$ cat config.mk
export PLATFORM = sky130hd
export DESIGN_NAME = seq_frame_tx
export DESIGN_NICKNAME = d
export VERILOG_FILES = /design/src/rtl/seq_frame_tx.sv
export SDC_FILE = /design/constraint.sdc
export NUM_CORES = 1
export LEC_CHECK = 0
export CAP_MARGIN = 20
export CORE_AREA = 2 2 59 61
export CTS_CLUSTER_DIAMETER = 120
export DETAILED_ROUTE_END_ITERATION = 12
export DIE_AREA = 0 0 61 63
export PLACE_DENSITY = 0.73
export SLEW_MARGIN = 20
export SYNTH_ARGS = -nofsm -noshare
export SYNTH_HDL_FRONTEND = slang
export SYNTH_SLANG_ARGS = --single-unit
$ cat constraint.sdc
create_clock -name clk -period 1.8 [get_ports clk]
set_clock_uncertainty 0.2 [all_clocks]
set_input_delay 0.45 -clock clk [delete_from_list [all_inputs] [get_ports clk]]
set_output_delay 0.45 -clock clk [all_outputs]
set_load 0.01 [all_outputs]
$ cat src/rtl/seq_frame_tx.sv
// seq_frame_tx: serial frame transmitter.
// Each accepted load sends a sync preamble, then the payload MSB first, then an idle gap.
module seq_frame_tx #(
  parameter int unsigned W        = 8,
  parameter int unsigned GAP      = 2,
  parameter logic [4:0]  PREAMBLE = 5'b10110
) (
  input  logic         clk,
  input  logic         reset_n,
  input  logic [W-1:0] data_in,
  input  logic         load,
  input  logic         abort,
  output logic         ready,
  output logic         xout,
  output logic         frame_done
);

  localparam int unsigned CW = $clog2(W) + 1;
  localparam int unsigned PW = 3;
  localparam int unsigned GW = 4;

  typedef enum logic [1:0] {S_IDLE, S_PRE, S_DATA, S_GAP} state_t;

  state_t          state, state_n;
  logic [W-1:0]    shreg, shreg_n;
  logic [PW-1:0]   pre_cnt, pre_cnt_n;
  logic [CW-1:0]   bit_cnt, bit_cnt_n;
  logic [GW-1:0]   gap_cnt, gap_cnt_n;
  logic            xout_n, frame_done_n, ready_n;

  // State, datapath and registered outputs.
  always_ff @(posedge clk or negedge reset_n) begin
    if (!reset_n) begin
      state      <= S_IDLE;
      shreg      <= '0;
      pre_cnt    <= '0;
      bit_cnt    <= '0;
      gap_cnt    <= '0;
      xout       <= 1'b0;
      frame_done <= 1'b0;
      ready      <= 1'b1;
    end else begin
      state      <= state_n;
      shreg      <= shreg_n;
      pre_cnt    <= pre_cnt_n;
      bit_cnt    <= bit_cnt_n;
      gap_cnt    <= gap_cnt_n;
      xout       <= xout_n;
      frame_done <= frame_done_n;
      ready      <= ready_n;
    end
  end

  // Next state and next output values; xout_n is the bit shown in the coming cycle.
  always_comb begin
    state_n      = state;
    shreg_n      = shreg;
    pre_cnt_n    = pre_cnt;
    bit_cnt_n    = bit_cnt;
    gap_cnt_n    = gap_cnt;
    xout_n       = 1'b0;
    frame_done_n = 1'b0;

    case (state)
      S_IDLE: begin
        if (load && !abort) begin
          shreg_n   = data_in;
          pre_cnt_n = PW'(4);
          xout_n    = PREAMBLE[4];
          state_n   = S_PRE;
        end
      end
      S_PRE: begin
        if (pre_cnt == '0) begin
          xout_n       = shreg[W-1];
          shreg_n      = shreg << 1;
          bit_cnt_n    = CW'(W - 1);
          frame_done_n = (W == 1);
          state_n      = S_DATA;
        end else begin
          pre_cnt_n = pre_cnt - PW'(1);
          xout_n    = PREAMBLE[pre_cnt_n];
        end
      end
      S_DATA: begin
        if (bit_cnt == '0) begin
          shreg_n   = '0;
          gap_cnt_n = GW'(GAP - 1);
          state_n   = S_GAP;
        end else begin
          xout_n       = shreg[W-1];
          shreg_n      = shreg << 1;
          bit_cnt_n    = bit_cnt - CW'(1);
          frame_done_n = (bit_cnt == CW'(1));
        end
      end
      S_GAP: begin
        if (gap_cnt == '0) begin
          state_n = S_IDLE;
        end else begin
          gap_cnt_n = gap_cnt - GW'(1);
        end
      end
      default: state_n = S_IDLE;
    endcase

    // Abort drops any frame in flight and clears the datapath.
    if (abort && (state != S_IDLE)) begin
      state_n      = S_IDLE;
      shreg_n      = '0;
      pre_cnt_n    = '0;
      bit_cnt_n    = '0;
      gap_cnt_n    = '0;
      xout_n       = 1'b0;
      frame_done_n = 1'b0;
    end

    ready_n = (state_n == S_IDLE);
  end

endmodule

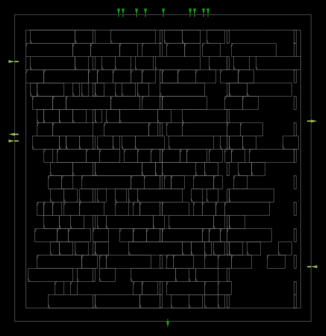
(images/final_placement.png)
fin util: 71.27%
Tap Count: 46
FILL cells: 215
CORE AREA: 3232 µm²
Post-Layout Cell Count: 252

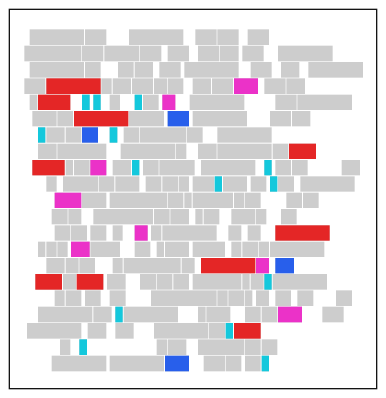
(images/gate_families.png)
Scale: 6 px per µm.
Magenta shows AND and OR gates, cells 8. Blue shows AND-OR and OR-AND gates, cells 4. Cyan shows inverters, cells 14. Red shows adder and majority cells, cells 10.

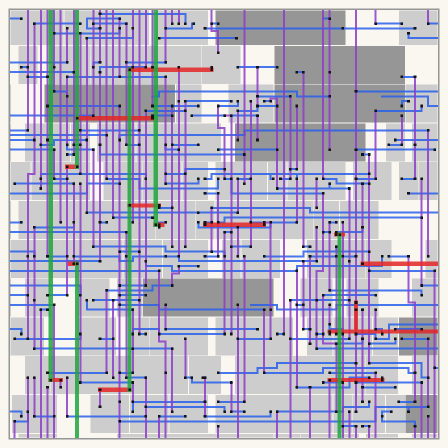
(images/zoom.png)
Window x 16 to 46, y 16 to 46 µm. Cells in grey, sequential cells in the stronger grey; small squares are vias.
Red shows met3. Purple shows met2. Green shows met4. Blue shows met1.
Netlist names of flops here include `bit_cnt` (4), `shreg` (2). Sequential cells in the window: 6. 71 logic cells have their middle in the window. Most frequent: buf_4 (14), dfrtp_1 (6).

==> CHANGELOG.md <==
## Flow update

* CP Capture Point: ready
* Synth Area in Compound Gates at 24.42%
* CTS tree: done
* GRT Overall Usage at 23.86%
* # Cells Yosys at 149
* Pwr Total at 3601 µW
* Clk network pwr share at 11.1%
* TritonCTS Buffers at 3
* IO Pins at 15
* M3 GR Usage at 2.692%
* Yosys xor share at 1.121%
* Antenna violations before repair at 0
* Synthesized instance count at 149
* Routed wire per std cell at 16.71 µm
* Detailed placement HPWL at 2.764 mm
* CTS Root Cell: clkbuf_4
* Crit path DRT at 1.87 ns
* Tool Warnings at 34
* Max-cap viol count at 0
* Critical Path Fanout Max at 3
* Comb group at 2400 µW
* Dominant comb cell: AND-OR/OR-AND gates
* Starting Density at 48.35%
* DR vias/cell at 5.599
* Mux frac, synth at 8.086%
* R2R setup slack at -0.09 ns
* Worst reg2reg path depth at 6
* CTS clk-pin slew, worst paths at 0.14 ns
* Worst-margin pin slew at 0.4131 ns
* Largest net degree at the start of global routing at 25
* Max Clk Rate at 529.7 MHz
* Fa+ha+maj area frac at 8.006%
* EDFF count, synth at 0
* FF/Latch Area at 601.8 µm²
* Peak supply drop at 0.001162 V
* Global-route met1 utilization at 31.15%
* Hold Violations, Final at 0
* Met3 wire len at 101 µm
* Status: finished with violations
* Cell area after placement at 2027 µm²
* Clock Tree Buf Depth at 2
* P_int at 2098 µW
* Net Sw Frac at 41.73%
* Vias post-DR at 1411
* Setup ws final at -0.08783 ns
* Top cell type by total area after synthesis: dfrtp_1
* RR Endpoint: ready
* Placed Cells at 241
* Met2 usage at 39.52%
* CTS HTree Levels at 1
* Delay of the slowest cell on the worst path at 0.42 ns
* Final Cell Area at 2303 µm²
* CP top delay family: simple AND/OR/NAND/NOR gates
* YS chip area at 1563 µm²
* Power Dens Cells at 1563 nW/µm²
* DR WL met2 at 2.116 mm
* CP Buf/Inv Count at 1
* Hold crit path type: in2async
* Most frequent cells in the layout: 41 x buf_4, 23 x dfrtp_1, 10 x clkdlybuf4s50_1
* # port buffers at 14
* Share of cells above drive strength 1 at 41.26%
* Die area at 3843 µm²
* Worst setup SP type: flip-flop
* Post-Synthesis Cell Area at 1563 µm²
* Post-Place Setup Slack at -0.4964 ns
* Top-area cell share at 36.83%
* Synthesized registers at 24
* Combinational fraction of design power at 66.6%
* Remaining antenna violation count after routing at 0
* Distinct cells, synth at 50
* Routed wire length at 4.212 mm
* # rows at 21
* Total gr overflow at 0
* Worst Setup SP: gap_cnt[1]
* Critical path depth at 6
* Arrival @ worst endpoint at 1.96 ns
* Psw at 1502 µW
* Async set-reset flop share out of synthesis at 100.0%
* Top Usage Layer GRT: met2
* CP max stage cell: dfrtp_1
* Cell Chain, Critical Path: inv_2, ha_4, or3b_4, a221oi_4, o32ai_2, nor2_1
* Worst reg2reg startpoint: gap_cnt[1]
* Worst setup EP type: flip-flop
* Final TNS setup at -0.6164 ns
* Top cell excl fill/tap: buf_4
* Tmin final at 1.888 ns
* Share of power burned in registers at 22.3%
* Fin Hold WS at 0.2639 ns
* Met1 WL at 1.860 mm
* Cts repair resizes at 36
* Total Nets Final at 229
* Final setup viols at 19
* DRC violations left at 0
* Basic Gates by Area at 14.33%
* Period utilization at 104.9%
* DR top layer: met4
* Vias in the first global route at 1473
* CTS Hold Bufs at 0
* Clk pwr at 398 µW
* Failing checks: setup timing
* Yosys warning total at 0
* Die Ht at 63 µm
* Dominant flop cell: dfrtp_1
* WS Path Type: reg2reg
* Final Max Tran Viols at 0
* Comb area at 1039 µm²
* Syn_nets at 171
* Syn Area/Cell at 10.49 µm²
* Placer congestion estimate at 0.8463
* TritonRoute pass-1 iters at 4
* Die span in x at 61 µm
* Max-slew headroom at 72.40%
* Top cells by area: dfrtp_1 37%, ha_1 8.0%, mux2i_1 5.8%, o2bb2ai_1 5.0%, inv_1 3.4%
* Sequential area share after synthesis at 38.51%
* Largest Pwr Group: combinational logic
* RSZ-0062 raised after global routing: true
* Antenna diodes at 0
* First-pass GRT wire length at 6.872 mm
* Clock Sinks at 24
* First DRT Iteration DRCs at 38
* Sequential logic power at 805 µW
* Area Overhead vs Synth at 47.40%
[sequential cells by signal (all words and copies together), names as in the netlist]
signal      cells
bit_cnt         4
state           2
pre_cnt         3
frame_done      1
xout            1
shreg           8
ready           1
gap_cnt         4
[synthesized netlist by cell type, drive strengths merged, types with 2 or more instances]
library cell,number
buf,6
nand3,5
mux2,2
inv,14
nand4,3
o21ai,8
nand2b,3
o32ai,3
nor2,6
nor3b,2
a32oi,2
o2bb2ai,9
nand2,4
ha,10
nor2b,2
a21oi,7
a221oi,2
dfrtp,23
and2,2
nand3b,2
mux2i,10
xor2,2
[cell type report]
type	count	area share (%)
Tap cell	46	2.499
Timing Repair Buffer	60	21.73
Multi-Input combinational cell	104	45.08
Clock inverter	1	1.304
Inverter	14	2.281
Clock buffer	3	0.9777
Sequential cell	24	26.13
No activity file was given, so power comes from the tool's default toggle rates.
